File: src/rtl/div_pkg.sv
// div_pkg: shared definitions for the sequential divider.
//   state_t    - divider control states
//   DEF_WIDTH  - default operand width W (dividend is 2W bits)
//   cnt_width  - iteration counter width, $clog2(W) with a 1-bit floor
// Optional build macro used by the divider files: DIV_SIGNED_EN.
package div_pkg;

  typedef enum logic [2:0] {
    IDLE,
    LOAD_LO,
    PREP,
    ITER,
    FIX,
    DONE
  } state_t;

  localparam int unsigned DEF_WIDTH = 5;

  function automatic int unsigned cnt_width(input int unsigned w);
    return (w < 2) ? 1 : $clog2(w);
  endfunction

endpackage

File: src/rtl/seq_divider_if.sv
// seq_divider_if: start/done handshake bundle of the sequential divider.
//   start, din, divisor                            - requester -> divider
//   busy, done, quotient, remainder,
//   div_by_zero, overflow                          - divider -> requester
// master: requester side; slave: divider side.
interface seq_divider_if
  import div_pkg::*;
#(
  parameter int unsigned WIDTH = DEF_WIDTH
) ();

  logic             start;
  logic [WIDTH-1:0] din;
  logic [WIDTH-1:0] divisor;
  logic             busy;
  logic             done;
  logic [WIDTH-1:0] quotient;
  logic [WIDTH-1:0] remainder;
  logic             div_by_zero;
  logic             overflow;

  modport master (
    output start, din, divisor,
    input  busy, done, quotient, remainder, div_by_zero, overflow
  );

  modport slave (
    input  start, din, divisor,
    output busy, done, quotient, remainder, div_by_zero, overflow
  );

endinterface

File: src/rtl/div_datapath.sv
// div_datapath: operand capture, restoring shift/subtract core and sign fix.
//   i_cap_hi / i_cap_lo  capture dividend halves (divisor with the high half)
//   i_prep               load partial remainder with |dividend|
//   i_iter               one restoring-division step
//   o_dvs_zero, o_hi_ovf early-exit conditions evaluated in PREP
//   o_quot, o_rem        sign-corrected results, valid in FIX
//   o_fix_ovf            signed quotient out of range, valid in FIX
// DIV_SIGNED_EN selects two's-complement operands; otherwise unsigned.
module div_datapath
  import div_pkg::*;
#(
  parameter int unsigned WIDTH = DEF_WIDTH
) (
  input  logic             clk,
  input  logic             rst,
  input  logic             i_cap_hi,
  input  logic             i_cap_lo,
  input  logic             i_prep,
  input  logic             i_iter,
  input  logic [WIDTH-1:0] i_din,
  input  logic [WIDTH-1:0] i_divisor,
  output logic             o_dvs_zero,
  output logic             o_hi_ovf,
  output logic             o_fix_ovf,
  output logic [WIDTH-1:0] o_quot,
  output logic [WIDTH-1:0] o_rem
);

  logic [2*WIDTH-1:0] r_dvd;
  logic [WIDTH-1:0]   r_dvs;
  // High half: partial remainder; low half: remaining dividend bits shifting
  // out while quotient bits shift in.
  logic [2*WIDTH-1:0] r_pr;

  logic               w_dvd_neg;
  logic               w_dvs_neg;
  logic [2*WIDTH-1:0] w_dvd_mag;
  logic [WIDTH-1:0]   w_dvs_mag;
  logic [WIDTH:0]     w_upper;
  logic [WIDTH:0]     w_trial;
  logic [WIDTH-1:0]   w_qm;
  logic [WIDTH-1:0]   w_rm;

`ifdef DIV_SIGNED_EN
  localparam logic [WIDTH-1:0] HALF = {1'b1, {(WIDTH-1){1'b0}}};
  logic w_qneg;
  assign w_dvd_neg = r_dvd[2*WIDTH-1];
  assign w_dvs_neg = r_dvs[WIDTH-1];
`else
  assign w_dvd_neg = 1'b0;
  assign w_dvs_neg = 1'b0;
`endif

  assign w_dvd_mag  = w_dvd_neg ? -r_dvd : r_dvd;
  assign w_dvs_mag  = w_dvs_neg ? -r_dvs : r_dvs;
  assign o_dvs_zero = (r_dvs == '0);
  assign o_hi_ovf   = (w_dvd_mag[2*WIDTH-1:WIDTH] >= w_dvs_mag);

  // High half stays below |divisor|, so W+1 bits hold the shifted value and
  // the trial difference's MSB is its sign.
  assign w_upper = r_pr[2*WIDTH-1:WIDTH-1];
  assign w_trial = w_upper - {1'b0, w_dvs_mag};

  assign w_qm = r_pr[WIDTH-1:0];
  assign w_rm = r_pr[2*WIDTH-1:WIDTH];

`ifdef DIV_SIGNED_EN
  assign w_qneg    = w_dvd_neg ^ w_dvs_neg;
  assign o_quot    = w_qneg ? -w_qm : w_qm;
  assign o_rem     = w_dvd_neg ? -w_rm : w_rm;
  assign o_fix_ovf = w_qneg ? (w_qm > HALF) : (w_qm >= HALF);
`else
  assign o_quot    = w_qm;
  assign o_rem     = w_rm;
  assign o_fix_ovf = 1'b0;
`endif

  always_ff @(posedge clk) begin
    if (rst) begin
      r_dvd <= '0;
      r_dvs <= '0;
      r_pr  <= '0;
    end else begin
      if (i_cap_hi) begin
        r_dvd[2*WIDTH-1:WIDTH] <= i_din;
        r_dvs                  <= i_divisor;
      end
      if (i_cap_lo) begin
        r_dvd[WIDTH-1:0] <= i_din;
      end
      if (i_prep) begin
        r_pr <= w_dvd_mag;
      end else if (i_iter) begin
        if (!w_trial[WIDTH]) begin
          r_pr <= {w_trial[WIDTH-1:0], r_pr[WIDTH-2:0], 1'b1};
        end else begin
          r_pr <= {r_pr[2*WIDTH-2:0], 1'b0};
        end
      end
    end
  end

endmodule

File: src/rtl/seq_divider.sv
// seq_divider: sequential restoring divider, 2W-bit dividend / W-bit divisor.
//   clk, rst  clock and synchronous active-high reset
//   bus       seq_divider_if.slave: start/din/divisor in; busy/done/
//             quotient/remainder/div_by_zero/overflow out (all registered)
// Dividend arrives as high half (with start) then low half next cycle.
// DIV_SIGNED_EN selects two's-complement operands; otherwise unsigned.
module seq_divider
  import div_pkg::*;
#(
  parameter int unsigned WIDTH = DEF_WIDTH
) (
  input logic          clk,
  input logic          rst,
  seq_divider_if.slave bus
);

  localparam int unsigned CW = cnt_width(WIDTH);

  state_t           r_state;
  logic [CW-1:0]    r_cnt;
  logic             r_busy;
  logic             r_done;
  logic [WIDTH-1:0] r_quot;
  logic [WIDTH-1:0] r_rem;
  logic             r_dbz;
  logic             r_ovf;

  logic             w_cap_hi;
  logic             w_dvs_zero;
  logic             w_hi_ovf;
  logic             w_fix_ovf;
  logic [WIDTH-1:0] w_quot;
  logic [WIDTH-1:0] w_rem;

  assign w_cap_hi = (r_state == IDLE) && bus.start;

  div_datapath #(.WIDTH(WIDTH)) u_dp (
    .clk        (clk),
    .rst        (rst),
    .i_cap_hi   (w_cap_hi),
    .i_cap_lo   (r_state == LOAD_LO),
    .i_prep     (r_state == PREP),
    .i_iter     (r_state == ITER),
    .i_din      (bus.din),
    .i_divisor  (bus.divisor),
    .o_dvs_zero (w_dvs_zero),
    .o_hi_ovf   (w_hi_ovf),
    .o_fix_ovf  (w_fix_ovf),
    .o_quot     (w_quot),
    .o_rem      (w_rem)
  );

  always_ff @(posedge clk) begin
    if (rst) begin
      r_state <= IDLE;
      r_cnt   <= '0;
      r_busy  <= 1'b0;
      r_done  <= 1'b0;
      r_quot  <= '0;
      r_rem   <= '0;
      r_dbz   <= 1'b0;
      r_ovf   <= 1'b0;
    end else begin
      r_done <= 1'b0;
      case (r_state)
        IDLE: begin
          if (bus.start) begin
            r_busy  <= 1'b1;
            r_state <= LOAD_LO;
          end
        end
        LOAD_LO: r_state <= PREP;
        PREP: begin
          // Results are cleared here; on early exit they stay zero.
          r_quot <= '0;
          r_rem  <= '0;
          r_dbz  <= 1'b0;
          r_ovf  <= 1'b0;
          if (w_dvs_zero) begin
            r_dbz   <= 1'b1;
            r_done  <= 1'b1;
            r_state <= DONE;
          end else if (w_hi_ovf) begin
            r_ovf   <= 1'b1;
            r_done  <= 1'b1;
            r_state <= DONE;
          end else begin
            r_cnt   <= CW'(WIDTH - 1);
            r_state <= ITER;
          end
        end
        ITER: begin
          if (r_cnt == '0) begin
            r_state <= FIX;
          end else begin
            r_cnt <= r_cnt - 1'b1;
          end
        end
        FIX: begin
          if (w_fix_ovf) begin
            r_ovf <= 1'b1;
          end else begin
            r_quot <= w_quot;
            r_rem  <= w_rem;
          end
          r_done  <= 1'b1;
          r_state <= DONE;
        end
        DONE: begin
          r_busy  <= 1'b0;
          r_state <= IDLE;
        end
        default: r_state <= IDLE;
      endcase
    end
  end

  assign bus.busy        = r_busy;
  assign bus.done        = r_done;
  assign bus.quotient    = r_quot;
  assign bus.remainder   = r_rem;
  assign bus.div_by_zero = r_dbz;
  assign bus.overflow    = r_ovf;

endmodule
File: src/flat_wrapper.sv
// flat-port wrapper written by rule: the top's interface ports become plain ports
module seq_divider_flat import div_pkg::*;
#(
  parameter int unsigned WIDTH = DEF_WIDTH
)
  (clk, rst, bus_start, bus_din, bus_divisor, bus_busy, bus_done, bus_quotient, bus_remainder, bus_div_by_zero, bus_overflow);
  seq_divider_if #(.WIDTH(WIDTH)) bus_i ();
  input logic clk;
  input logic rst;
  input wire logic [$bits(bus_i.start)-1:0] bus_start;
  input wire logic [$bits(bus_i.din)-1:0] bus_din;
  input wire logic [$bits(bus_i.divisor)-1:0] bus_divisor;
  output wire logic [$bits(bus_i.busy)-1:0] bus_busy;
  output wire logic [$bits(bus_i.done)-1:0] bus_done;
  output wire logic [$bits(bus_i.quotient)-1:0] bus_quotient;
  output wire logic [$bits(bus_i.remainder)-1:0] bus_remainder;
  output wire logic [$bits(bus_i.div_by_zero)-1:0] bus_div_by_zero;
  output wire logic [$bits(bus_i.overflow)-1:0] bus_overflow;
  assign bus_i.start = bus_start;
  assign bus_i.din = bus_din;
  assign bus_i.divisor = bus_divisor;
  assign bus_busy = bus_i.busy;
  assign bus_done = bus_i.done;
  assign bus_quotient = bus_i.quotient;
  assign bus_remainder = bus_i.remainder;
  assign bus_div_by_zero = bus_i.div_by_zero;
  assign bus_overflow = bus_i.overflow;
  seq_divider #(.WIDTH(WIDTH)) u_core (.clk(clk), .rst(rst), .bus(bus_i));
endmodule
File: config.mk
export PLATFORM = sky130hd
export DESIGN_NAME = seq_divider_flat
export DESIGN_NICKNAME = d
export VERILOG_FILES = /design/src/rtl/div_pkg.sv /design/src/rtl/seq_divider_if.sv /design/src/rtl/div_datapath.sv /design/src/rtl/seq_divider.sv /design/src/flat_wrapper.sv
export SDC_FILE = /design/constraint.sdc
export NUM_CORES = 1
export LEC_CHECK = 0
export CAP_MARGIN = 20
export CELL_PAD_IN_SITES_DETAIL_PLACEMENT = 0
export CELL_PAD_IN_SITES_GLOBAL_PLACEMENT = 1
export CORE_ASPECT_RATIO = 0.6
export CORE_UTILIZATION = 30
export CTS_BUF_LIST = sky130_fd_sc_hd__clkbuf_4 sky130_fd_sc_hd__clkbuf_8
export CTS_CLUSTER_DIAMETER = 100
export DETAILED_ROUTE_END_ITERATION = 7
export GPL_TIMING_DRIVEN = 0
export PLACE_DENSITY = 0.71
export SKIP_LAST_GASP = 1
export SLEW_MARGIN = 40
export SYNTH_ARGS = -nofsm -noshare
export SYNTH_HDL_FRONTEND = slang
export SYNTH_SLANG_ARGS = --single-unit
File: constraint.sdc
create_clock -name clk -period 3.7 [get_ports clk]
set_clock_uncertainty 0.05 [all_clocks]
set_input_delay 0.555 -clock clk [delete_from_list [all_inputs] [get_ports clk]]
set_output_delay 0.555 -clock clk [all_outputs]
set_load 0.005 [all_outputs]
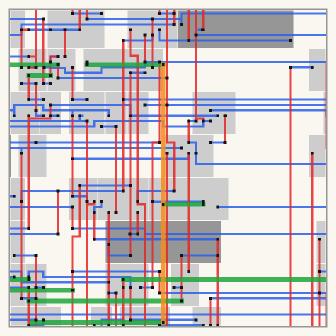
Fig. 1. A small window of the routed layout.
Window x 80 to 100, y 45 to 65 um. Cells in grey, sequential cells in the stronger grey; small squares are vias.
M4: shown in orange. M2: shown in red. M3: shown in green. M1: shown in blue.
Most frequent: buf_2 (4), nor2_1 (3). Netlist names of flops here include u_core.bus.remainder (1), u_core.r_state (1). Sequential cells in the window: 2. 24 logic cells have their middle in the window.

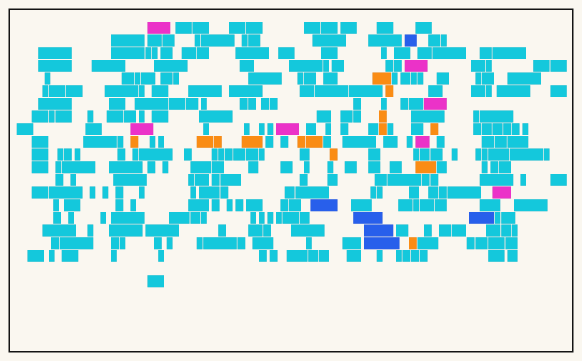
Fig. 2. Cell sizes after repair.
x1 and smaller: shown in cyan, cells 306, share 92%. x6 and larger: shown in magenta, cells 7, share 2.1%. x3 and x4: shown in blue, cells 6, share 1.8%. x2: shown in orange, cells 14, share 4.2%.
Finished Cell Area: 3020 um^2
Layout area overhead: 19.2%
worst setup margin: 1600 ps
Buffers excl. clock: 46

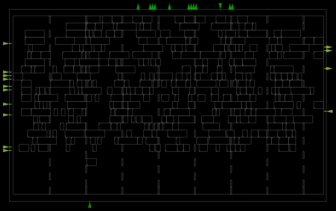
Fig. 3. Placement view.
registers: 45
Row Count: 25

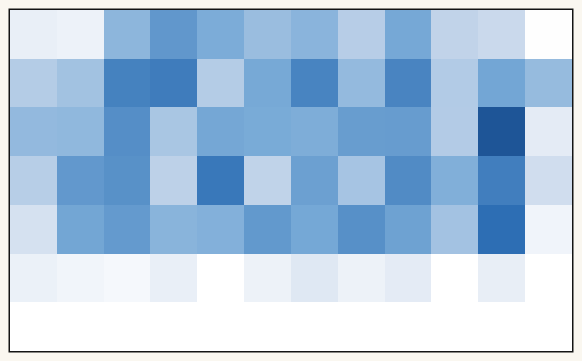
Fig. 4. Cell density map.
12 x 7 tiles, from white (low) to dark blue (high), 0 to 100% covered.
The mean over all tiles is 33%. 2.4% of the tiles are over 75% full. 19% of the tiles are nearly empty.
fin util: 0.376
Core Area: 8040 um^2
Initial Util: 0.315

==> reports/metrics.yaml <==
flow_run:
  cap_viol_max_count: 0
route:
  dr_wl_met3_um: 532
  drc: 0
  avgRoutedWirePerCell_um: 16.1
  wl_met1_mm: 3.99
  num_vias: 2316
  dr_wl_met2_mm: 2.51
setup_path:
  crit_start: "u_core.u_dp.r_dvs[1]$_SDFFE_PP0P_"
  worstSetupPathType: "flip-flop to flip-flop"
  required_ps: 3840
  worstReg2RegEnd: "u_core.u_dp.r_pr[0]$_SDFFE_PP0P_"
  critPathCaptureType: "flip-flop"
  rr_worst_depth: 7
placed_design:
  dpl_cell_area_um2: 2930
  place.gp.congestion: 0.917
  place_ws_ps: 1430
timing:
  worst_pin_slew_ps: 653
  max_freq_ghz: 0.476
  setup-tns-final_ps: 0
grt:
  antenna_found_initial: 0
  use_met3: 0.0539
  grt_max_degree: 16
  use_met2: 0.211
  grt_first_pass_wirelength_mm: 11.4
  grt-ovfl-total: 0
  grt_pass1_vias: 2122
worst_hold_path:
  whs_path_depth: 2
finish:
  diodes: 0
  combGateArea_um2: 1490
  lay_top_cells: "45 x dfxtp_1, 32 x nor2_1, 29 x a21oi_1"
  seq_area_um2: 901
synthesis:
  top_cell: "dfxtp_1"
  synthesis.instances: 299
  topCellsByArea: "dfxtp_1 36%, ha_1 5.9%, a21oi_1 5.7%"
  yosysSeqAreaShare: 0.356
  ys_ff: 45
  top_area_cell: "dfxtp_1"
power:
  p_leak_nw: 1.07
  vdd_drop_max_uv: 115
  p_switching_mw: 0.417
  pwr-share-comb: 0.278
floorplan:
  io_pins: 27
  dieWidth_um: 121
clock_tree:
  clkTransAtPathRegs_ps: 100
  clockBufferDepth: 2
  cts_tree: "yes"
status:
  outcome: "finished clean"
-- power groups by stage --
stage | sequential, mW | clock (mW) | combinational (mW)
2_1_floorplan | 0.542 | 0 | 0.238
3_3_place_gp | 0.551 | 0 | 0.325
3_5_place_dp | 0.551 | 0 | 0.329
4_1_cts | 0.540 | 0.329 | 0.331
5_1_grt | 0.545 | 0.350 | 0.372
6_report | 0.540 | 0.325 | 0.333
-- kinds of logic after synthesis --
logic type / Yosys count / synth area share
muxes: 11 / 0.0435
buffers and inverters: 33 / 0.0558
DFF: 45 / 0.356
xor gates and xnor gates: 2 / 0.00691
and+or+nand+nor: 103 / 0.209
adders and majority gates: 13 / 0.0672
AOI/OAI and AO/OA: 92 / 0.262
-- sequential cells by signal, indices dropped and copies added (netlist names) --
| signal | cells |
|---|---|
| u_core.u_dp.r_dvd | 10 |
| u_core.bus.div_by_zero | 1 |
| u_core.bus.busy | 1 |
| u_core.bus.done | 1 |
| u_core.u_dp.r_pr | 10 |
| u_core.bus.quotient | 5 |
| u_core.u_dp.r_dvs | 5 |
| u_core.bus.remainder | 5 |
| u_core.bus.overflow | 1 |
| u_core.r_state | 3 |
| u_core.r_cnt | 3 |
-- worst max-delay path, stage by stage (launching register included) --
cell,delay [ps]
dfxtp_1,370
inv_1,120
ha_1,300
nor2b_1,150
o2111ai_1,470
nand3_4,160
a31oi_1,290
nor3_2,70
-- layout make-up --
type                       count  area share
multi-input combinational    221       0.494
sequential                    45       0.298
timing repair buffer          26      0.0862
tap                          108      0.0448
buffer                        20      0.0307
clock buffer                   5      0.0228
inverter                      13      0.0162
clock inverter                 3     0.00705
Power and IR drop assume default switching activity.
